`src/rtl/xilly_bridge_pkg.sv`:
```
// Shared types and helpers for the HLS-to-Xillybus read bridge.
package xilly_bridge_pkg;

  typedef enum logic [1:0] {
    CLOSED = 2'd0,
    STREAM = 2'd1,
    DONE   = 2'd2
  } bridge_state_t;

  function automatic int DEPTH_FROM_LOG2(input int depth_log2);
    return 1 << depth_log2;
  endfunction

endpackage

```
`src/rtl/xilly_sync_fifo.sv`:
```
// Synchronous FIFO with registered (non-FWFT) output and a flush that empties it in one cycle.
module xilly_sync_fifo
  import xilly_bridge_pkg::*;
#(
  parameter int DATA_W     = 32,
  parameter int DEPTH_LOG2 = 4
) (
  input  logic                clk,
  input  logic                srst,
  input  logic                flush,
  input  logic                wr_en,
  input  logic [DATA_W-1:0]   din,
  input  logic                rd_en,
  output logic [DATA_W-1:0]   dout,
  output logic [DEPTH_LOG2:0] count
);

  localparam int DEPTH = DEPTH_FROM_LOG2(DEPTH_LOG2);
  localparam logic [DEPTH_LOG2-1:0] PTR_ONE = 1;
  localparam logic [DEPTH_LOG2:0]   CNT_ONE = 1;

  logic [DATA_W-1:0]     mem [DEPTH];
  logic [DEPTH_LOG2-1:0] wr_ptr;
  logic [DEPTH_LOG2-1:0] rd_ptr;

  always_ff @(posedge clk) begin
    if (wr_en && !flush)
      mem[wr_ptr] <= din;
  end

  // Flush drops pointers and count but leaves dout so the last delivered word stays visible.
  always_ff @(posedge clk) begin
    if (srst) begin
      wr_ptr <= '0;
      rd_ptr <= '0;
      count  <= '0;
      dout   <= '0;
    end else if (flush) begin
      wr_ptr <= '0;
      rd_ptr <= '0;
      count  <= '0;
    end else begin
      if (wr_en)
        wr_ptr <= wr_ptr + PTR_ONE;
      if (rd_en) begin
        rd_ptr <= rd_ptr + PTR_ONE;
        dout   <= mem[rd_ptr];
      end
      case ({wr_en, rd_en})
        2'b10:   count <= count + CNT_ONE;
        2'b01:   count <= count - CNT_ONE;
        default: count <= count;
      endcase
    end
  end

endmodule

```
`src/rtl/xilly_read_bridge.sv`:
```
// Bridges an HLS ap_fifo output onto a Xillybus read stream with per-open framing and flush-on-close.
module xilly_read_bridge
  import xilly_bridge_pkg::*;
#(
  parameter int DATA_W     = 32,
  parameter int DEPTH_LOG2 = 4
) (
  input  logic              clk,
  input  logic              srst,
  input  logic [DATA_W-1:0] out_r_din,
  input  logic              out_r_write,
  output logic              out_r_full_n,
  input  logic              user_r_rden,
  output logic              user_r_empty,
  output logic [DATA_W-1:0] user_r_data,
  output logic              user_r_eof,
  input  logic              user_r_open,
  input  logic [31:0]       frame_len,
  output logic [31:0]       words_sent
);

  localparam int DEPTH = DEPTH_FROM_LOG2(DEPTH_LOG2);
  localparam logic [DEPTH_LOG2:0] FULL_COUNT = (DEPTH_LOG2 + 1)'(DEPTH);

  bridge_state_t       state;
  bridge_state_t       state_next;
  logic                open_prev;
  logic                framed;
  logic [31:0]         remaining;
  logic [DEPTH_LOG2:0] count;
  logic                open_rise;
  logic                flush;
  logic                wr_en;
  logic                rd_en;

  assign open_rise    = user_r_open && !open_prev;
  assign out_r_full_n = (state == CLOSED) || ((state == STREAM) && (count != FULL_COUNT));
  assign user_r_empty = (state != STREAM) || (count == '0);
  assign user_r_eof   = (state == DONE);
  // Closed sessions keep the FIFO empty, so HLS writes there are simply dropped.
  assign flush        = (state == CLOSED) || !user_r_open;
  assign wr_en        = (state == STREAM) && user_r_open && out_r_write && out_r_full_n;
  assign rd_en        = (state == STREAM) && user_r_open && user_r_rden && !user_r_empty;

  always_comb begin
    state_next = state;
    case (state)
      CLOSED: if (open_rise) state_next = STREAM;
      STREAM: begin
        if (!user_r_open)
          state_next = CLOSED;
        else if (rd_en && framed && (remaining == 32'd1))
          state_next = DONE;
      end
      DONE:    if (!user_r_open) state_next = CLOSED;
      default: state_next = CLOSED;
    endcase
  end

  always_ff @(posedge clk) begin
    if (srst) begin
      state      <= CLOSED;
      open_prev  <= 1'b0;
      framed     <= 1'b0;
      remaining  <= '0;
      words_sent <= '0;
    end else begin
      state     <= state_next;
      open_prev <= user_r_open;
      if ((state == CLOSED) && open_rise) begin
        remaining  <= frame_len;
        framed     <= (frame_len != 32'd0);
        words_sent <= '0;
      end else if (rd_en) begin
        words_sent <= words_sent + 32'd1;
        if (framed)
          remaining <= remaining - 32'd1;
      end
    end
  end

  xilly_sync_fifo #(
    .DATA_W     (DATA_W),
    .DEPTH_LOG2 (DEPTH_LOG2)
  ) u_fifo (
    .clk   (clk),
    .srst  (srst),
    .flush (flush),
    .wr_en (wr_en),
    .din   (out_r_din),
    .rd_en (rd_en),
    .dout  (user_r_data),
    .count (count)
  );

endmodule

```
`config.mk`:
```
export PLATFORM = sky130hd
export DESIGN_NAME = xilly_read_bridge
export DESIGN_NICKNAME = d
export VERILOG_FILES = /design/src/rtl/xilly_bridge_pkg.sv /design/src/rtl/xilly_sync_fifo.sv /design/src/rtl/xilly_read_bridge.sv
export SDC_FILE = /design/constraint.sdc
export NUM_CORES = 1
export LEC_CHECK = 0
export CORE_MARGIN = 10
export CORE_UTILIZATION = 51
export DETAILED_ROUTE_END_ITERATION = 8
export GPL_ROUTABILITY_DRIVEN = 0
export MAX_ROUTING_LAYER = met4
export PLACE_DENSITY_LB_ADDON = 0.12
export SLEW_MARGIN = 20
export SYNTH_ARGS = -nofsm -noshare
export SYNTH_HDL_FRONTEND = slang
export SYNTH_SLANG_ARGS = --single-unit
```
`constraint.sdc`:
```
create_clock -name clk -period 6.1 [get_ports clk]
set_input_delay 1.22 -clock clk [delete_from_list [all_inputs] [get_ports clk]]
set_output_delay 1.22 -clock clk [all_outputs]
set_load 0.01 [all_outputs]
```
cell_classes.png
Drawn at 2 px/um. Fill, decap, tap and diode cells in grey.
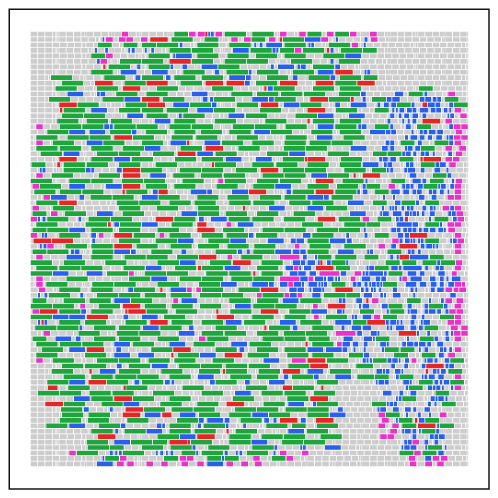
colour	class	cells	share of their area
blue	all other logic	708	24%
red	clock drivers and dummy loads	121	7.8%
magenta	other buffers and delay cells	165	5.9%
green	flip-flops	625	63%

==> Flow_metrics.wiki <==
== Run summary ==
{| class="wikitable"
! Metric !! Value
|-
| Outcome || finished clean
|-
| H-tree depth || 3
|-
| Post-synthesis instance area || 24500 um2
|-
| IO buf count || 135
|-
| Actual transition at the worst max-transition pin || 1.03 ns
|-
| Net switching share of the total power || 19.5%
|-
| Placed cell area || 26700 um2
|-
| Startpoint Class || input port
|-
| Remaining Overflow, GRT || 0
|-
| Synthesized chip area reported by yosys || 24500 um2
|-
| Combinational group power || 0.223 mW
|-
| Routed vias || 13483
|-
| Main flop type || sky130_fd_sc_hd__edfxtp_1
|-
| Total wirelength of the detailed-routed design || 54.8 mm
|-
| Fin Clk Skew || 0.0185 ns
|-
| Clock transition time at the flip-flop clock pins of the worst setup and hold paths || 0.05 ns
|-
| Timing-limited maximum frequency || 0.261 GHz
|-
| Number of antenna violations at the first check in global routing || 0
|-
| Worst path required time || 6.60 ns
|-
| Number of max-capacitance violations reported || 0
|-
| Area growth, synth to finish || 18.0%
|-
| Core area || 47600 um2
|-
| Combinational Power Share || 2.5%
|-
| Post-synthesis cell type with the largest instance count || sky130_fd_sc_hd__edfxtp_1
|-
| Delay of the slowest cell on the worst path || 0.54 ns
|-
| Final Instance Area || 28900 um2
|-
| First-pass detailed-route iteration total || 5
|-
| Cells taking the most area after synthesis || sky130_fd_sc_hd__edfxtp_1, sky130_fd_sc_hd__mux4_2, sky130_fd_sc_hd__dfxtp_1
|-
| Die ar. || 57200 um2
|-
| Mean number of vias per cell || 6.04
|-
| Yosys stat cell total || 1415
|-
| Post-cts sizing count || 0
|-
| First-pass GRT wire length || 84.9 mm
|-
| Number of design rule violations left after detail routing || 0
|-
| Top cell types by occurrence after synthesis || sky130_fd_sc_hd__edfxtp_1, sky130_fd_sc_hd__mux4_2, sky130_fd_sc_hd__dfxtp_1
|-
| Critical setup path kind || in -> reg
|-
| Global-route usage over all layers || 20.0%
|-
| Fin Setup TNS || 0 ns
|-
| Crit path capture type || register
|-
| Diodes inserted || 0
|-
| NumNets Final || 1648
|-
| Height of the chip || 239 um
|-
| Proportion of synthesized chip area in sequential cells || 72.0%
|-
| Max FO, Critical Path || 14
|-
| Cell Int Power || 7.13 mW
|-
| Hold buffer count at cts || 0
|-
| Count of filler cells inserted in the layout || 3544
|-
| Sequence of cells on the critical path || clkdlybuf4s50_1 -> and4b_1 -> o21ai_4 -> inv_2 -> ha_1 -> inv_1 -> fa_1 -> nor2b_1 -> o21ai_0 -> and3_1 -> or4_1 -> a21oi_1
|-
| Number of sinks driven by the clock tree || 625
|-
| Number of design-rule violations left by the first detailed-router iteration || 1124
|}
pdn.png
Drawn at 1.5 px/um. Pins as bars on the die edge.
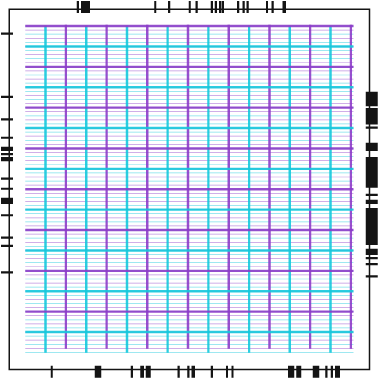
colour	net
purple	VDD
cyan	VSS
rows	80
met5 straps	16
met4 straps	16
met1 rails	81

==> layer usage <==
metal	vias up	global-route usage (%)	wire, um
met3	69	2.93	2890
met5	-	-	0
met4	0	5.83	934
met1	6994	26.8	24100
li1	6038	-	-
met2	382	31.7	26800
==> per-stage QoR <==
stage	instances	setup WS [ns]	hold WS, ns
final	2234	2.26	0.484
after global placement	2109	1.75	0.466
after detailed placement	2113	1.72	0.475
after global routing	2234	2.07	0.515
after floorplan	1415	1.47	0.466
after CTS	2234	2.31	0.488
==> flip-flops by register name, indices dropped and copies added, names as in the netlist <==
register	count
u_fifo.mem	512
remaining	32
u_fifo.dout	32
words_sent	32
u_fifo.count	5
u_fifo.rd_ptr	4
u_fifo.wr_ptr	4
state	2
framed	1
open_prev	1
==> area by class of cell <==
cell class | instances | area [um2] | share of cell area (%)
inverter | 14 | 52.6 | 0.182
sequential | 625 | 17600 | 61.1
timing repair buffer | 165 | 1660 | 5.76
clock inverter | 23 | 201 | 0.697
tap | 615 | 769 | 2.66
multi-input combinational | 694 | 6590 | 22.8
clock buffer | 98 | 1980 | 6.85
==> cells by family (layout without fill, tap and decap cells) <==
kind of cell / Yosys count / in the layout / share of synthesized area (%)
AOI/OAI and AO/OA: 228 / 228 / 6.28
buffers and inverters: 96 / 300 / 1.70
adders and majority gates: 13 / 13 / 0.695
and+or+nand+nor: 285 / 285 / 6.11
DFF: 625 / 625 / 72.0
xor gates and xnor gates: 34 / 34 / 1.22
muxes: 134 / 134 / 12.0
==> path summary, 6_finish.rpt <==
path	startpoint	depth (start not counted)	slack (ns)	endpoint
max reg2reg	u_fifo.count[0]	11	2.82	u_fifo.count[4]
min reg2reg	u_fifo.dout[4]	2	0.48	u_fifo.dout[4]
max	user_r_open	12	2.26	u_fifo.count[4]
min	u_fifo.dout[4]	2	0.48	u_fifo.dout[4]
Power and IR drop assume default switching activity.
